Signal wires on met3:
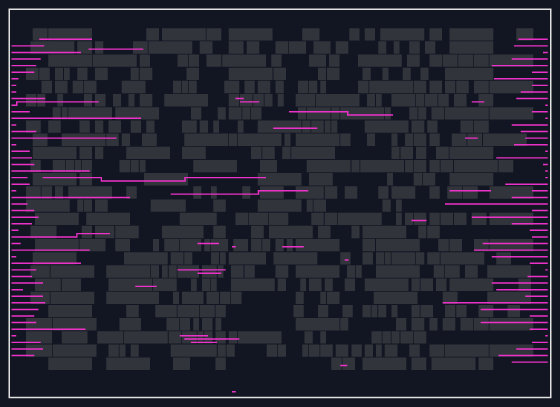
Clock wires, drivers and flops:
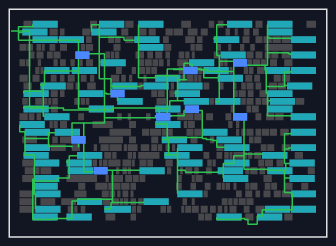
--- src/rtl/csr_access_unit_if.sv ---
// Request, CSR-array and response bundle for the CSR access unit.
// master = the access unit; slave = execute stage, CSR array and result consumer.
interface csr_access_unit_if #(
  parameter int unsigned XLEN = 32
);
  logic            req_valid;
  logic            req_ready;
  logic [2:0]      req_funct3;
  logic [4:0]      req_rs1;
  logic [XLEN-1:0] req_rs1_data;
  logic [11:0]     req_addr;
  logic [1:0]      req_priv;

  logic [11:0]     csr_addr;
  logic            csr_re;
  logic [XLEN-1:0] csr_rdata;
  logic            csr_we;
  logic [XLEN-1:0] csr_wdata;

  logic            rsp_valid;
  logic            rsp_ready;
  logic [XLEN-1:0] rsp_rdata;
  logic            rsp_illegal;

  modport master (
    input  req_valid, req_funct3, req_rs1, req_rs1_data, req_addr, req_priv,
    output req_ready,
    output csr_addr, csr_re, csr_we, csr_wdata,
    input  csr_rdata,
    output rsp_valid, rsp_rdata, rsp_illegal,
    input  rsp_ready
  );

  modport slave (
    output req_valid, req_funct3, req_rs1, req_rs1_data, req_addr, req_priv,
    input  req_ready,
    input  csr_addr, csr_re, csr_we, csr_wdata,
    output csr_rdata,
    input  rsp_valid, rsp_rdata, rsp_illegal,
    output rsp_ready
  );
endinterface

--- src/rtl/csr_access_unit.sv ---
// Zicsr read-modify-write sequencer against a synchronous-read CSR array.
// Illegal requests skip the array and answer one cycle after acceptance.
module csr_access_unit #(
  parameter int unsigned XLEN = 32
) (
  input logic                clock,
  input logic                reset_n,
  csr_access_unit_if.master  io_csr
);

  typedef enum logic [1:0] {StIdle, StRead, StWrite, StResp} state_e;

  state_e          r_state;
  logic            r_req_ready;
  logic [1:0]      r_op;
  logic [XLEN-1:0] r_operand;
  logic            r_wr_intent;
  logic [11:0]     r_csr_addr;
  logic            r_csr_re;
  logic            r_csr_we;
  logic            r_rsp_valid;
  logic [XLEN-1:0] r_rsp_rdata;
  logic            r_rsp_illegal;

  logic            w_req_fire;
  logic            w_wr_intent;
  logic            w_illegal;
  logic [XLEN-1:0] w_operand;
  logic [XLEN-1:0] w_new;

  assign w_req_fire  = io_csr.req_valid & r_req_ready;
  // Set/clear forms with rs1 == x0 (or uimm == 0) are pure reads.
  assign w_wr_intent = (io_csr.req_funct3[1:0] == 2'b01) | (io_csr.req_rs1 != 5'd0);
  assign w_illegal   = (io_csr.req_funct3[1:0] == 2'b00)
                     | (io_csr.req_priv < io_csr.req_addr[9:8])
                     | ((io_csr.req_addr[11:10] == 2'b11) & w_wr_intent);
  assign w_operand   = io_csr.req_funct3[2] ? {{(XLEN-5){1'b0}}, io_csr.req_rs1}
                                            : io_csr.req_rs1_data;

  // Old value only arrives in WRITE, so the write data is formed combinationally there.
  always_comb begin
    w_new = io_csr.csr_rdata;
    case (r_op)
      2'b01:   w_new = r_operand;
      2'b10:   w_new = io_csr.csr_rdata | r_operand;
      2'b11:   w_new = io_csr.csr_rdata & ~r_operand;
      default: w_new = io_csr.csr_rdata;
    endcase
  end

  always_ff @(posedge clock or negedge reset_n) begin
    if (!reset_n) begin
      r_state       <= StIdle;
      r_req_ready   <= 1'b1;
      r_op          <= 2'b00;
      r_operand     <= '0;
      r_wr_intent   <= 1'b0;
      r_csr_addr    <= 12'd0;
      r_csr_re      <= 1'b0;
      r_csr_we      <= 1'b0;
      r_rsp_valid   <= 1'b0;
      r_rsp_rdata   <= '0;
      r_rsp_illegal <= 1'b0;
    end else begin
      case (r_state)
        StIdle: begin
          if (w_req_fire) begin
            r_op        <= io_csr.req_funct3[1:0];
            r_operand   <= w_operand;
            r_wr_intent <= w_wr_intent;
            r_req_ready <= 1'b0;
            if (w_illegal) begin
              r_state       <= StResp;
              r_rsp_valid   <= 1'b1;
              r_rsp_illegal <= 1'b1;
              r_rsp_rdata   <= '0;
            end else begin
              r_state    <= StRead;
              r_csr_re   <= 1'b1;
              r_csr_addr <= io_csr.req_addr;
            end
          end
        end
        StRead: begin
          r_csr_re <= 1'b0;
          r_csr_we <= r_wr_intent;
          r_state  <= StWrite;
        end
        StWrite: begin
          r_csr_we      <= 1'b0;
          r_rsp_valid   <= 1'b1;
          r_rsp_rdata   <= io_csr.csr_rdata;
          r_rsp_illegal <= 1'b0;
          r_state       <= StResp;
        end
        StResp: begin
          if (io_csr.rsp_ready) begin
            r_rsp_valid   <= 1'b0;
            r_rsp_illegal <= 1'b0;
            r_req_ready   <= 1'b1;
            r_state       <= StIdle;
          end
        end
        default: r_state <= StIdle;
      endcase
    end
  end

  assign io_csr.req_ready   = r_req_ready;
  assign io_csr.csr_addr    = r_csr_addr;
  assign io_csr.csr_re      = r_csr_re;
  assign io_csr.csr_we      = r_csr_we;
  assign io_csr.csr_wdata   = (r_state == StWrite) ? w_new : '0;
  assign io_csr.rsp_valid   = r_rsp_valid;
  assign io_csr.rsp_rdata   = r_rsp_rdata;
  assign io_csr.rsp_illegal = r_rsp_illegal;

endmodule
--- src/flat_wrapper.sv ---
// flat-port wrapper written by rule: the top's interface ports become plain ports
module csr_access_unit_flat 
#(
  parameter int unsigned XLEN = 32
)
  (clock, reset_n, io_csr_req_valid, io_csr_req_funct3, io_csr_req_rs1, io_csr_req_rs1_data, io_csr_req_addr, io_csr_req_priv, io_csr_req_ready, io_csr_csr_addr, io_csr_csr_re, io_csr_csr_we, io_csr_csr_wdata, io_csr_csr_rdata, io_csr_rsp_valid, io_csr_rsp_rdata, io_csr_rsp_illegal, io_csr_rsp_ready);
  csr_access_unit_if #(.XLEN(XLEN)) io_csr_i ();
  input logic clock;
  input logic reset_n;
  input wire logic [$bits(io_csr_i.req_valid)-1:0] io_csr_req_valid;
  input wire logic [$bits(io_csr_i.req_funct3)-1:0] io_csr_req_funct3;
  input wire logic [$bits(io_csr_i.req_rs1)-1:0] io_csr_req_rs1;
  input wire logic [$bits(io_csr_i.req_rs1_data)-1:0] io_csr_req_rs1_data;
  input wire logic [$bits(io_csr_i.req_addr)-1:0] io_csr_req_addr;
  input wire logic [$bits(io_csr_i.req_priv)-1:0] io_csr_req_priv;
  output wire logic [$bits(io_csr_i.req_ready)-1:0] io_csr_req_ready;
  output wire logic [$bits(io_csr_i.csr_addr)-1:0] io_csr_csr_addr;
  output wire logic [$bits(io_csr_i.csr_re)-1:0] io_csr_csr_re;
  output wire logic [$bits(io_csr_i.csr_we)-1:0] io_csr_csr_we;
  output wire logic [$bits(io_csr_i.csr_wdata)-1:0] io_csr_csr_wdata;
  input wire logic [$bits(io_csr_i.csr_rdata)-1:0] io_csr_csr_rdata;
  output wire logic [$bits(io_csr_i.rsp_valid)-1:0] io_csr_rsp_valid;
  output wire logic [$bits(io_csr_i.rsp_rdata)-1:0] io_csr_rsp_rdata;
  output wire logic [$bits(io_csr_i.rsp_illegal)-1:0] io_csr_rsp_illegal;
  input wire logic [$bits(io_csr_i.rsp_ready)-1:0] io_csr_rsp_ready;
  assign io_csr_i.req_valid = io_csr_req_valid;
  assign io_csr_i.req_funct3 = io_csr_req_funct3;
  assign io_csr_i.req_rs1 = io_csr_req_rs1;
  assign io_csr_i.req_rs1_data = io_csr_req_rs1_data;
  assign io_csr_i.req_addr = io_csr_req_addr;
  assign io_csr_i.req_priv = io_csr_req_priv;
  assign io_csr_req_ready = io_csr_i.req_ready;
  assign io_csr_csr_addr = io_csr_i.csr_addr;
  assign io_csr_csr_re = io_csr_i.csr_re;
  assign io_csr_csr_we = io_csr_i.csr_we;
  assign io_csr_csr_wdata = io_csr_i.csr_wdata;
  assign io_csr_i.csr_rdata = io_csr_csr_rdata;
  assign io_csr_rsp_valid = io_csr_i.rsp_valid;
  assign io_csr_rsp_rdata = io_csr_i.rsp_rdata;
  assign io_csr_rsp_illegal = io_csr_i.rsp_illegal;
  assign io_csr_i.rsp_ready = io_csr_rsp_ready;
  csr_access_unit #(.XLEN(XLEN)) u_core (.clock(clock), .reset_n(reset_n), .io_csr(io_csr_i));
endmodule
--- config.mk ---
export PLATFORM = sky130hd
export DESIGN_NAME = csr_access_unit_flat
export DESIGN_NICKNAME = d
export VERILOG_FILES = /design/src/rtl/csr_access_unit_if.sv /design/src/rtl/csr_access_unit.sv /design/src/flat_wrapper.sv
export SDC_FILE = /design/constraint.sdc
export NUM_CORES = 1
export LEC_CHECK = 0
export CAP_MARGIN = 20
export CORE_ASPECT_RATIO = 0.7
export CORE_MARGIN = 3
export CORE_UTILIZATION = 55
export DETAILED_ROUTE_END_ITERATION = 6
export DONT_BUFFER_PORTS = 1
export GPL_ROUTABILITY_DRIVEN = 1
export PLACE_DENSITY = 0.68
export SYNTH_ARGS = -nofsm -noshare
export SYNTH_HDL_FRONTEND = slang
export SYNTH_SLANG_ARGS = --single-unit
--- constraint.sdc ---
create_clock -name clock -period 2.5 [get_ports clock]
set_input_delay 0.375 -clock clock [delete_from_list [all_inputs] [get_ports clock]]
set_output_delay 0.375 -clock clock [all_outputs]
set_load 0.02 [all_outputs]
==> reports/metrics.cfg <==
[outcome]
status=finished clean

[grt]
globalRouteOverflowTotal=0
grt_use_met2=0.372
grt_pass1_wl_um=17100
first_global_vias=3258
grt_max_degree=87
top_usage_layer=met2
antenna_found_initial=0
globalRouteMet1Util=0.334
track_usage=0.243

[clocking]
postCtsHoldBufs=2
cts_repair_resized_insts=0
h_tree_depth=3
clk_pin_slew_worst_paths_ps=100
post-cts-setup-buffers=0
cts_buffer_depth=2
tritoncts_clock_tree=yes
numCtsBuffers=9
library_cell_used_as_clock_root_buffer=clkbuf_8
worst_skew_pair.late_latency_ps=350

[sta]
max_slew.worst_pin.slew_ps=701
layout_setup_ws_ps=329
rsz0062_at_grt=no
final.setup.tns_ps=0
worst_clock_skew_ps=14.9
finalCriticalPeriod_ps=2170
slew_headroom=0.527
post-route-period-util=0.868
finalMaxSlewViolations=0
setup_violations=0
timing.final.hold_violations=0
whs_ps=146
max_freq_mhz=461

[synthesis]
syn_inst=415
synth.cellmix.adderShare=0.0175
post-synth-top-area-cell=dfrtp_1
yosys.cell_types.count=41
biggest_combinational_cell_group_after_synthesis=AND-OR/OR-AND gates
synth_async_sr_flop_share=1.00
synth.top_cells.by_count=85 x dfrtp_1, 68 x o21ai_0, 37 x nand2_1
mappedNetlistArea_um2=4280
synth_top_flop_cell=dfrtp_1
postSynthRegisterBits=86
ys_chip_area_um2=4280
post_synth_xor_area_fraction=0.00205
synth.yosys.warnings=0
edf_count=0
synthMuxAreaShare=0.0555
syn_avg_cell_area_um2=10.3
ys_top_cells_by_area=dfrtp_1 50%, o21ai_0 7.9%, a22o_1 6.5%
mappedNetlistNets=511
synth.top_cell.area_share=0.497
yosys.area_share.simple=0.145
top_cell_type_by_instance_count_after_synthesis=dfrtp_1
synthAoiAreaFrac=0.240

[routing]
finalWirelength_um=10700
routed.top_layer=met4
final_antenna_net_count=0
dr_wl_met3_um=850
drc=0
met1Wirelength_um=4870
routed_wl_met2_um=4870
dr.first_iter.drc_count=303
avgViaCountPerCell=5.95
vias=3251
wire_per_inst_um=19.5

[placement]
placed_area_um2=4650
numPlacedInstances=528
place_congestion=0.754
dpl.hpwl_um=7540
port_buffers=0
dp_worst_setup_slack_ps=217

[power_and_ir_drop]
sequentialPower_w=0.00283
power_consumption_w=0.00679
switching_pwr_w=0.00299
power.combinational.total_w=0.00295
clock_power_share=0.149
leakage_nw=2.23
combinationalPowerShare=0.435
p_per_area_nw_per_um2=1390
switching_share=0.440
pwr-share-seq=0.416
peakVddDrop_mv=0.597
clockNetworkPower_w=0.00101

[die]
chipWidth_um=111
placementRows=26
die_height_um=79.8
die-area_um2=8900
io-pin-count=171
core-area_um2=7420
floorplan.initialDensity=0.577

[critical_path]
path_class=reg -> out
timing.critical_path.arrival_ps=1800
cpMaxStageDelayCell=dfrtp_1
regToRegStartpoint=u_core.r_state[0]$_DFFE_PN0P_
cp-end-kind=primary output
timing.critical_path.from=u_core.r_state[0]$_DFFE_PN0P_
cp.required_ps=2120
slowest_delay_ps=440
setup.reg_to_reg.worst_slack_ps=340
worstPathMaxFanout=34
critical-path-top-delay-family=buffers and inverters
cp_cell_sequence=inv_1 -> ha_1 -> buf_4 -> nor2b_1 -> buf_4
worst_r2r_path_depth=6
timing.critical_path.depth=5
worst_setup_path_start_kind=register
critical_path.endpoint=io_csr_csr_wdata[22]
timing.critical_path.buf_inv=3

[finish]
instances_no_fill=546
drive_above_1_share=0.188
post-route-cell-area_um2=4890
finalCoreUtilization=0.659
area_growth_syn_to_layout_pct=14.2
layout_top_cells_excl_fill_tap=85 x dfrtp_1, 68 x o21ai_0, 44 x buf_4, 37 x nand2_1, 34 x nor2b_1
nFillCells=599
layout_top_cell=dfrtp_1

[run]
cap_viol_max_count=0
openroad.warnings=30

[worst_hold_path]
hold_depth=1
whs_endpoint=u_core.io_csr.rsp_rdata[22]$_DFFE_PN0P_
worstHoldStart=io_csr_csr_rdata[22]
worst_hold_path_type=in -> reg

Back to the opening pictures, 'signal wires on met3':
share of all routed wire	8.0%
nets with wire on the layer	115

Back to the opening pictures, 'clock wires, drivers and flops':
[blue] clock-net drivers | count: 9
[green] clock wires | length: 1,040 um
[cyan] flip-flops | count: 86
flops lie	spread over the die
routed clock nets	10

## area by class of cell
class                   instances  area (um^2)  area share
flip-flops and latches         86         2150       0.440
multi-input cells             291         1990       0.407
repair buffers                 47          388      0.0793
clock buffers                  10          138      0.0281
well taps                      98          123      0.0251
clock inverters                 6         67.6      0.0138
inverters                       8         30.0     0.00614
## registers in the layout, summed over array words and instances, names as in the netlist
signal,flops
u_core.io_csr.csr_addr,12
u_core.io_csr.csr_re,1
u_core.io_csr.csr_we,1
u_core.io_csr.req_ready,1
u_core.io_csr.rsp_illegal,1
u_core.io_csr.rsp_rdata,32
u_core.io_csr.rsp_valid,1
u_core.r_op,2
u_core.r_operand,32
u_core.r_state,2
u_core.r_wr_intent,1
Power and IR drop assume default switching activity.
